<file path="config.mk">
export PLATFORM = sky130hd
export DESIGN_NAME = mem_access_unit
export DESIGN_NICKNAME = d
export VERILOG_FILES = /design/src/rtl/mem_access_pkg.sv /design/src/rtl/mem_access_unit_wait_timer.sv /design/src/rtl/mem_access_unit.sv
export SDC_FILE = /design/constraint.sdc
export NUM_CORES = 1
export LEC_CHECK = 0
export ABC_AREA = 1
export ABC_CLOCK_PERIOD_IN_PS = 2200
export CORE_UTILIZATION = 37
export CTS_BUF_LIST = sky130_fd_sc_hd__clkbuf_4 sky130_fd_sc_hd__clkbuf_8 sky130_fd_sc_hd__clkbuf_16
export CTS_CLUSTER_DIAMETER = 100
export DETAILED_ROUTE_END_ITERATION = 10
export PLACE_DENSITY = 0.8
export SLEW_MARGIN = 20
export SYNTH_ARGS = -nofsm -noshare
export SYNTH_HDL_FRONTEND = slang
export SYNTH_SLANG_ARGS = --single-unit
</file>
<file path="constraint.sdc">
create_clock -name clk -period 2.2 [get_ports clk]
set_input_delay 0.44 -clock clk [delete_from_list [all_inputs] [get_ports clk]]
set_output_delay 0.44 -clock clk [all_outputs]
set_load 0.05 [all_outputs]
</file>
<file path="src/rtl/mem_access_pkg.sv">
// Shared encodings for the memory access unit: FSM states, access kinds and
// the instruction substituted into IR when a fetch times out.
package mem_access_pkg;

  typedef enum logic [1:0] {
    IDLE = 2'd0,
    WAIT = 2'd1,
    DONE = 2'd2
  } state_e;

  typedef enum logic [1:0] {
    FETCH = 2'd0,
    LOAD  = 2'd1,
    STORE = 2'd2
  } kind_e;

  // MOV R0,R0
  localparam logic [31:0] NOP_INSTR_DEFAULT = 32'hE1A00000;

endpackage

</file>
<file path="src/rtl/mem_access_unit_wait_timer.sv">
// Counts WAIT cycles of one memory access; expired_o flags the last cycle the
// access is allowed to wait before it is aborted.
module wait_timer #(
  parameter int TIMEOUT = 16
) (
  input  logic clk,
  input  logic reset,
  input  logic clear_i,
  input  logic enable_i,
  output logic expired_o
);

  localparam int CW = (TIMEOUT > 1) ? $clog2(TIMEOUT) : 1;
  localparam logic [CW-1:0] LAST = CW'(TIMEOUT - 1);

  logic [CW-1:0] count_q, count_d;

  // Saturates at LAST so the count can never wrap past the abort point.
  always_comb begin
    count_d = count_q;
    if (clear_i) begin
      count_d = '0;
    end else if (enable_i && (count_q != LAST)) begin
      count_d = count_q + 1'b1;
    end
  end

  always_ff @(posedge clk) begin
    if (!reset) begin
      count_q <= '0;
    end else begin
      count_q <= count_d;
    end
  end

  assign expired_o = (count_q == LAST);

endmodule

</file>
<file path="src/rtl/mem_access_unit.sv">
// Converts multicycle controller strobes into a req/ack memory transaction,
// owns IR and the Data register, stalls the controller and bounds each access.
module mem_access_unit
  import mem_access_pkg::*;
#(
  parameter int                 WIDTH     = 32,
  parameter int                 TIMEOUT   = 16,
  parameter logic [WIDTH-1:0]   NOP_INSTR = WIDTH'(NOP_INSTR_DEFAULT)
) (
  input  logic             clk,
  input  logic             reset,
  input  logic             IRWrite,
  input  logic             MemWrite,
  input  logic             AdrSrc,
  input  logic [WIDTH-1:0] PC,
  input  logic [WIDTH-1:0] Adr,
  input  logic [WIDTH-1:0] WriteData,
  output logic [WIDTH-1:0] Instr,
  output logic [WIDTH-1:0] Data,
  output logic             Stall,
  output logic             BusErr,
  output logic             mem_req,
  output logic             mem_we,
  output logic [WIDTH-1:0] mem_addr,
  output logic [WIDTH-1:0] mem_wdata,
  input  logic [WIDTH-1:0] mem_rdata,
  input  logic             mem_ack
);

  state_e           state_q, state_d;
  kind_e            kind_q, kind_d;
  logic [WIDTH-1:0] instr_q, instr_d;
  logic [WIDTH-1:0] data_q, data_d;
  logic [WIDTH-1:0] addr_q, addr_d;
  logic [WIDTH-1:0] wdata_q, wdata_d;
  logic             req_q, req_d;
  logic             we_q, we_d;
  logic             buserr_q, buserr_d;

  logic fetch, store, load, req;
  logic expired;

  assign fetch = IRWrite;
  assign store = MemWrite & ~IRWrite;
  assign load  = AdrSrc & ~MemWrite & ~IRWrite;
  assign req   = fetch | store | load;

  wait_timer #(
    .TIMEOUT (TIMEOUT)
  ) u_wait_timer (
    .clk       (clk),
    .reset     (reset),
    .clear_i   (state_q != WAIT),
    .enable_i  ((state_q == WAIT) && !mem_ack),
    .expired_o (expired)
  );

  always_comb begin
    state_d  = state_q;
    kind_d   = kind_q;
    instr_d  = instr_q;
    data_d   = data_q;
    addr_d   = addr_q;
    wdata_d  = wdata_q;
    req_d    = req_q;
    we_d     = we_q;
    buserr_d = buserr_q;

    case (state_q)
      IDLE: begin
        if (req) begin
          addr_d  = fetch ? PC : Adr;
          we_d    = store;
          wdata_d = WriteData;
          kind_d  = fetch ? FETCH : (store ? STORE : LOAD);
          req_d   = 1'b1;
          state_d = WAIT;
          // Simultaneous fetch and store strobes: fetch proceeds, error flagged.
          if (IRWrite && MemWrite) begin
            buserr_d = 1'b1;
          end
        end
      end
      WAIT: begin
        if (mem_ack) begin
          if (kind_q == FETCH) instr_d = mem_rdata;
          if (kind_q == LOAD)  data_d  = mem_rdata;
          req_d   = 1'b0;
          state_d = DONE;
        end else if (expired) begin
          if (kind_q == FETCH) instr_d = NOP_INSTR;
          if (kind_q == LOAD)  data_d  = '0;
          buserr_d = 1'b1;
          req_d    = 1'b0;
          state_d  = DONE;
        end
      end
      DONE: begin
        state_d = IDLE;
      end
      default: begin
        state_d = IDLE;
      end
    endcase
  end

  always_ff @(posedge clk) begin
    if (!reset) begin
      state_q  <= IDLE;
      kind_q   <= FETCH;
      instr_q  <= '0;
      data_q   <= '0;
      addr_q   <= '0;
      wdata_q  <= '0;
      req_q    <= 1'b0;
      we_q     <= 1'b0;
      buserr_q <= 1'b0;
    end else begin
      state_q  <= state_d;
      kind_q   <= kind_d;
      instr_q  <= instr_d;
      data_q   <= data_d;
      addr_q   <= addr_d;
      wdata_q  <= wdata_d;
      req_q    <= req_d;
      we_q     <= we_d;
      buserr_q <= buserr_d;
    end
  end

  assign Stall     = reset & (((state_q == IDLE) & req) | (state_q == WAIT));
  assign Instr     = instr_q;
  assign Data      = data_q;
  assign BusErr    = buserr_q;
  assign mem_req   = req_q;
  assign mem_we    = we_q;
  assign mem_addr  = addr_q;
  assign mem_wdata = wdata_q;

endmodule

</file>
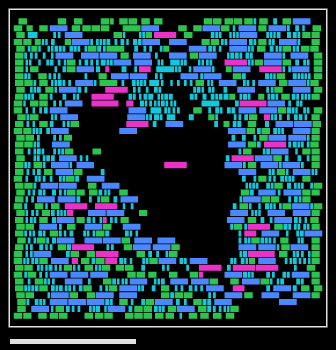
**Above:** run 1 (placement by cell class).
Bar = 50 um.
remaining logic cells: in cyan, cells 618, share of their area 30%. registers: in blue, cells 138, share of their area 32%. remaining buffers and delay cells: in green, cells 279, share of their area 32%. clock drivers and dummy loads: in magenta, cells 31, share of their area 7.0%.

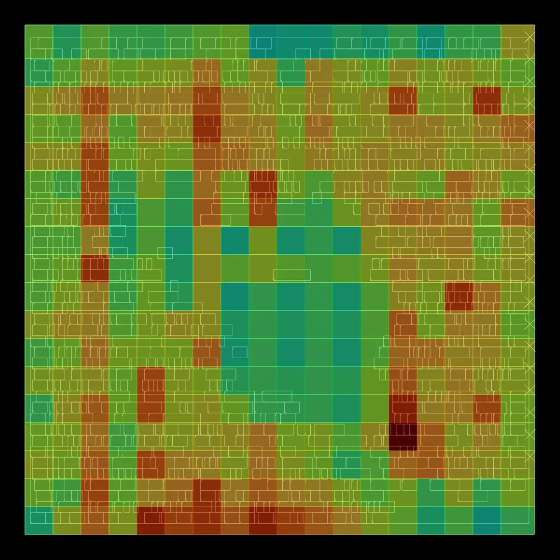
**Above:** run 1 (track usage over the die).
met2 Use GR: 37.6%
met1 GRT Util: 24.5%
final design utilization: 61.2%

==> results.yml, run 1 <==
# flow metrics
outcome:
  outcome: "finished, violations left"
  violations: "design-rule violations"
cts:
  cts.sinks: 138
  clk_path_buf_depth: 2
  clk_pin_slew_ns: 0.06
  hold_buffers: 0
global_routing:
  grt_pass1_vias: 5489
  gr-total-overflow: 0
  grt_pass1_wl_um: 26700
layout:
  drive_gt1_share_pct: 5.72
  comb_area_share_pct: 27.0
  n_fill_cell: 1321
  clock_cell_area_share_pct: 6.86
setup_path:
  critPathRequiredTime_ns: 1.76
  r2r_end: "Data[6]"
  cp-end-kind: "output pin"
  cpMaxStageDelayCell: "clkdlybuf4s50_1"
  ff2ff_path_depth: 7
  path_cells: "clkdlybuf4s50_1, nor2_4, nand2_1, nand2_2, inv_2, nand2_1, nand2_1, buf_12"
  cp-startpoint: "IRWrite"
  cp_max_fo: 3
worst_hold_path:
  hold_class: "in2reg"
timing:
  clock_skew_ns: 0.0104
  clock.fmax_ghz: 0.483
  fin_crit_sh_pct: 94.0
  slew_violations: 0
  rsz0062_at_grt: "false"
yosys:
  yosysCellCount: 807
  simple_gate_area_share_pct: 31.1
  top_logic_kind: "simple AND/OR/NAND/NOR gates"
  ys_sh_aoi_pct: 11.6
  yosysTopAreaCell: "dfxtp_1"
  avgSynthCellArea_um2: 7.00
die:
  coreArea_um2: 14700
  die_h_um: 126
  ios: 266
  fp_util_pct: 38.4
  taps: 184
run:
  warnings: 26
route:
  drt-pass1-iter-count: 9
  drc: 20
placement:
  port_buffers: 265
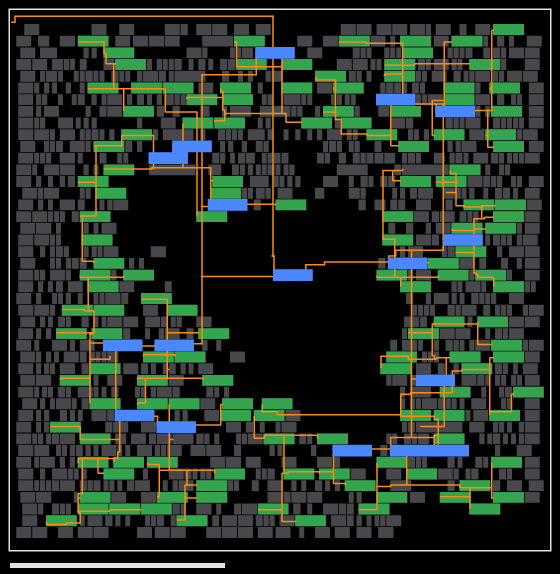
**Above:** run 1 (clock network drawn from the DEF).
Bar = 50 um.
flip-flops: in green, count 138. clock wires: in orange, length 1690 um. clock-net drivers: in blue, count 17.
There are 18 routed clock nets. Position of the flops: spread over the die.

run 1: worst max-delay path: cells and delay by family:
kind	cells	cell delay, ns
buffers and inverters	3	0.79
AND/OR/NAND/NOR	5	0.42
run 1: routing by layer:
layer,track usage [%],vias to the layer above,wire length [um]
li1,-,2999,-
met1,24.5,2560,6600
met2,37.6,239,8140
met3,7.02,19,1630
met4,7.60,0,253
met5,0,-,0
run 1: per-stage QoR:
step                setup slack (ns)  instances  total power [mW]  hold slack (ns)  utilization, %
floorplan                      0.473        807              3.97            0.457               -
global placement               0.159       1219              4.67            0.446            57.0
detailed placement             0.134       1219              4.69            0.452            57.0
CTS                            0.124       1250              7.65            0.343            61.2
global route                  0.0531       1250              7.89            0.367            61.2
finish                         0.131       1250              7.57            0.366            61.2
run 1: synthesized netlist by cell type (all sizes together):
cell type / instances
clkinv: 1
inv: 42
nor2: 159
a31oi: 1
a21oi: 64
nand3: 19
clkbuf: 18
buf: 33
ha: 1
nand4: 1
dfxtp: 138
nand2: 264
o21ai: 66
run 1: cells in the final DEF, fill, tap and decap left out, types with 12 or more instances in the layout:
cell,count
buf_4,12
clkbuf_16,17
inv_1,39
nor2_1,155
a21oi_1,64
dfxtp_1,138
nand3_1,18
o21ai_0,62
clkdlybuf4s50_1,263
nand2_1,259
run 1: power breakdown:
group          internal [mW]  leakage (nW)  switching [mW]  total, mW
Clock                   1.93         0.310            1.01       2.94
Sequential              2.69          1.13          0.0949       2.78
Combinational          0.686          2.32            1.16       1.85
run 1: registers in the layout, indices dropped and copies added (netlist names):
register / count
Data: 32
Instr: 32
mem_addr: 32
mem_wdata: 32
u_wait_timer.count_q: 4
kind_q: 2
state_q: 2
BusErr: 1
mem_req: 1
## Run 2: what changed since run 1
--- a/config.mk
+++ b/config.mk
@@ -6,12 +6,12 @@
 export NUM_CORES = 1
 export LEC_CHECK = 0
 export ABC_AREA = 1
-export ABC_CLOCK_PERIOD_IN_PS = 2200
-export CORE_UTILIZATION = 37
+export ABC_CLOCK_PERIOD_IN_PS = 2000
+export CORE_UTILIZATION = 30
 export CTS_BUF_LIST = sky130_fd_sc_hd__clkbuf_4 sky130_fd_sc_hd__clkbuf_8 sky130_fd_sc_hd__clkbuf_16
 export CTS_CLUSTER_DIAMETER = 100
 export DETAILED_ROUTE_END_ITERATION = 10
-export PLACE_DENSITY = 0.8
+export PLACE_DENSITY = 0.69
 export SLEW_MARGIN = 20
 export SYNTH_ARGS = -nofsm -noshare
 export SYNTH_HDL_FRONTEND = slang
==> constraint.sdc (replaced) <==
create_clock -name clk -period 2 [get_ports clk]
set_input_delay 0.4 -clock clk [delete_from_list [all_inputs] [get_ports clk]]
set_output_delay 0.4 -clock clk [all_outputs]
set_load 0.05 [all_outputs]
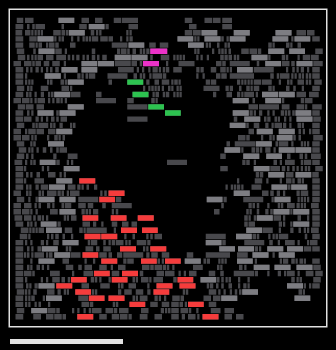
**Above:** run 2 (sequential cells coloured by netlist name).
Bar = 50 um.
mem_wdata: in red, sequential cells 32. u_wait_timer.count_q: in green, sequential cells 4. state_q: in magenta, sequential cells 2.
Another 100 sequential cells are not coloured.

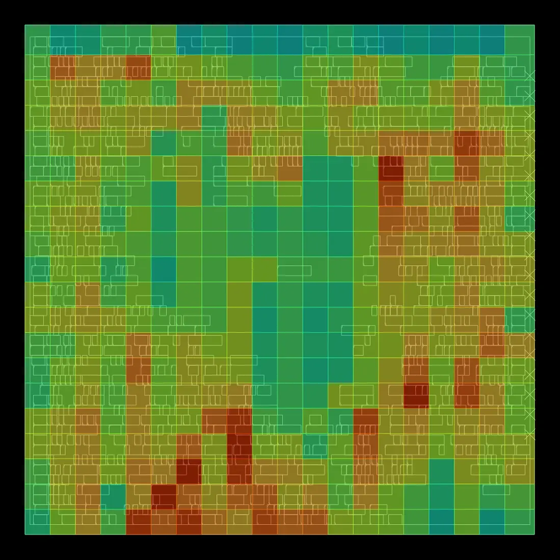
**Above:** run 2 (track usage over the die).
met1 GRT Util: 21.5%
met2 Use GR: 28.8%
met3 usage: 6.95%
GRT Max-Usage Layer: met2

==> run 2 against run 1 <==
Worst hold slack worse by 0.027 ns. Non-clock buffer count up 3. Sequential share of layout area down 0.35 points. Critical path depth down 7. Core utilization down 11 points. Highest routed layer unchanged. Total power up 7.7%. Combinational power up 9%. First-iteration DRC count down 24%. Clock-buffer cell count down 4. Global-route usage down 3.5 points. Largest power group unchanged. Via count up 0.21%. Worst setup slack worse by 0.10 ns. The flow still finishes with violations (design-rule violations).
==> results.yml, run 2 <==
# flow metrics
pwr:
  power_switching_mw: 2.58
  power.internal_mw: 5.57
  ir_drop_mv: 0.534
  power.share.combinational_pct: 24.7
  p_clk_share_pct: 37.8
  p_seq_share_pct: 37.5
  netSwitchingFraction_pct: 31.7
  power_mw: 8.15
route:
  dr_wl_met2_um: 7790
  met3_length_um: 1830
  vias_per_cell: 4.49
  wl_met1_um: 7240
  drt-pass1-iter-count: 8
  highest_layer: "met4"
  drc: 19
yosys:
  syn-num-nets: 942
  yosysTopAreaCell: "dfxtp_1"
  edf_count: 0
  synthTopCellsByCount: "nand2_1, nor2_1, dfxtp_1"
  avgSynthCellArea_um2: 7.00
  yosysCellCount: 807
  synth_cell_types: 24
  post-synth-top-count-cell: "nand2_1"
  ys_chip_area_um2: 5650
  async_flop_share_pct: 0
  netlist.area_leader.share_pct: 48.9
  ys.flop_type: "dfxtp_1"
layout:
  final_layout_top_logic_cells: "nand2_1, clkdlybuf4s50_1, nor2_1"
  utilization_pct: 50.0
  layout.cells.non_filler: 1298
  drive_gt1_share_pct: 7.48
  n_fill_cell: 1862
  nets: 1192
  lay_top_count: "nand2_1"
run:
  maxCapViolCount: 0
  warnings: 26
setup_path:
  path_cells: "clkdlybuf4s50_1"
  cp-end-kind: "output pin"
  critPathRequiredTime_ns: 1.60
  crit_buf_inv: 1
  cpMaxStageDelayCell: "clkdlybuf4s50_1"
  worstSetupPathType: "reg2out"
  cp_max_fo: 2
  crit_family: "buffers and inverters"
cts:
  numCtsBuffers: 17
  clkLatencyLatePin_ns: 0.41
  clk_path_buf_depth: 2
  cts.sinks: 138
  clk_pin_slew_ns: 0.06
  cts_tree: "yes"
die:
  die_h_um: 139
  fp_util_pct: 31.0
  coreArea_um2: 18200
  ios: 266
global_routing:
  antenna_found_initial: 0
  gr-total-overflow: 0
  grt_pass1_wl_um: 27600
  grt_pass1_vias: 5425
  grt_usage_pct: 18.0
  grt_max_degree: 66
timing:
  clock.fmax_ghz: 0.508
  clock_skew_ns: 0.00704
  fin_crit_sh_pct: 98.5
  slew_violations: 0
  rsz0062_at_grt: "false"
worst_hold_path:
  hold_class: "in2reg"
outcome:
  violations: "design-rule violations"
  outcome: "finished, violations left"
placement:
  dpl.cell_count: 1267
  port_buffers: 265
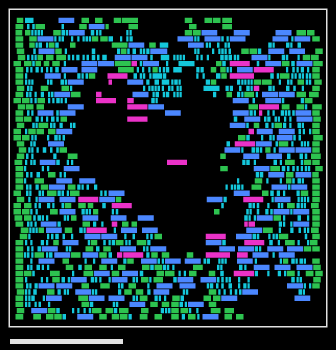
**Above:** run 2 (placement by cell class).
Bar = 50 um.
remaining logic cells: in cyan, cells 618, share of their area 29%. remaining buffers and delay cells: in green, cells 282, share of their area 33%. registers: in blue, cells 138, share of their area 31%. clock drivers and dummy loads: in magenta, cells 31, share of their area 6.5%.

[run 2: metrics by stage]
step | hold slack [ns] | area [um^2] | setup slack, ns
after floorplan | 0.457 | 5650 | 0.353
after global placement | 0.447 | 8430 | 0.0231
after detailed placement | 0.451 | 8430 | -0.00143
after CTS | 0.321 | 8980 | 0.000435
after global routing | 0.341 | 9100 | 0.000430
final | 0.339 | 9100 | 0.0306
[run 2: area by class of cell]
cell class                      count  area [um^2]  area share (%)
Clock inverter                     11          123            1.35
Sequential cell                   138         2760            30.4
Clock buffer                       20          454            4.99
Timing Repair Buffer              282         2870            31.6
Multi-Input combinational cell    575         2430            26.8
Tap cell                          229          287            3.15
Inverter                           43          163            1.79
[run 2: logic make-up after synthesis]
kind of cell / Yosys count / share of synthesized area (%)
and+or+nand+nor: 443 / 31.1
DFF: 138 / 48.9
AOI/OAI and AO/OA: 131 / 11.6
buffers and inverters: 94 / 8.11
adders and majority gates: 1 / 0.221
[run 2: power by group through the flow]
stage	clock network [mW]	logic (mW)	registers [mW]
6_report	3.08	2.01	3.06
5_1_grt	3.28	2.16	3.08
3_3_place_gp	0	2.05	3.11
2_1_floorplan	0	0.577	3.79
4_1_cts	3.16	2.04	3.06
3_5_place_dp	0	2.05	3.12
[run 2: final timing paths]
check | from | to | slack [ns] | cells past startpoint
min | reset | Instr[29] | 0.34 | 3
min reg2reg | Instr[0] | Instr[0] | 0.46 | 2
max reg2reg | u_wait_timer.count_q[0] | Data[17] | 0.36 | 7
max | mem_wdata[0] | mem_wdata[0] | 0.03 | 1
[run 2: timing repair]
action / in CTS / in global routing
endpoints found under the setup margin: 17 / 44
resized: 18 / 46
hold buffers: 0 / 0
Power is estimated from default activity; no workload was simulated.
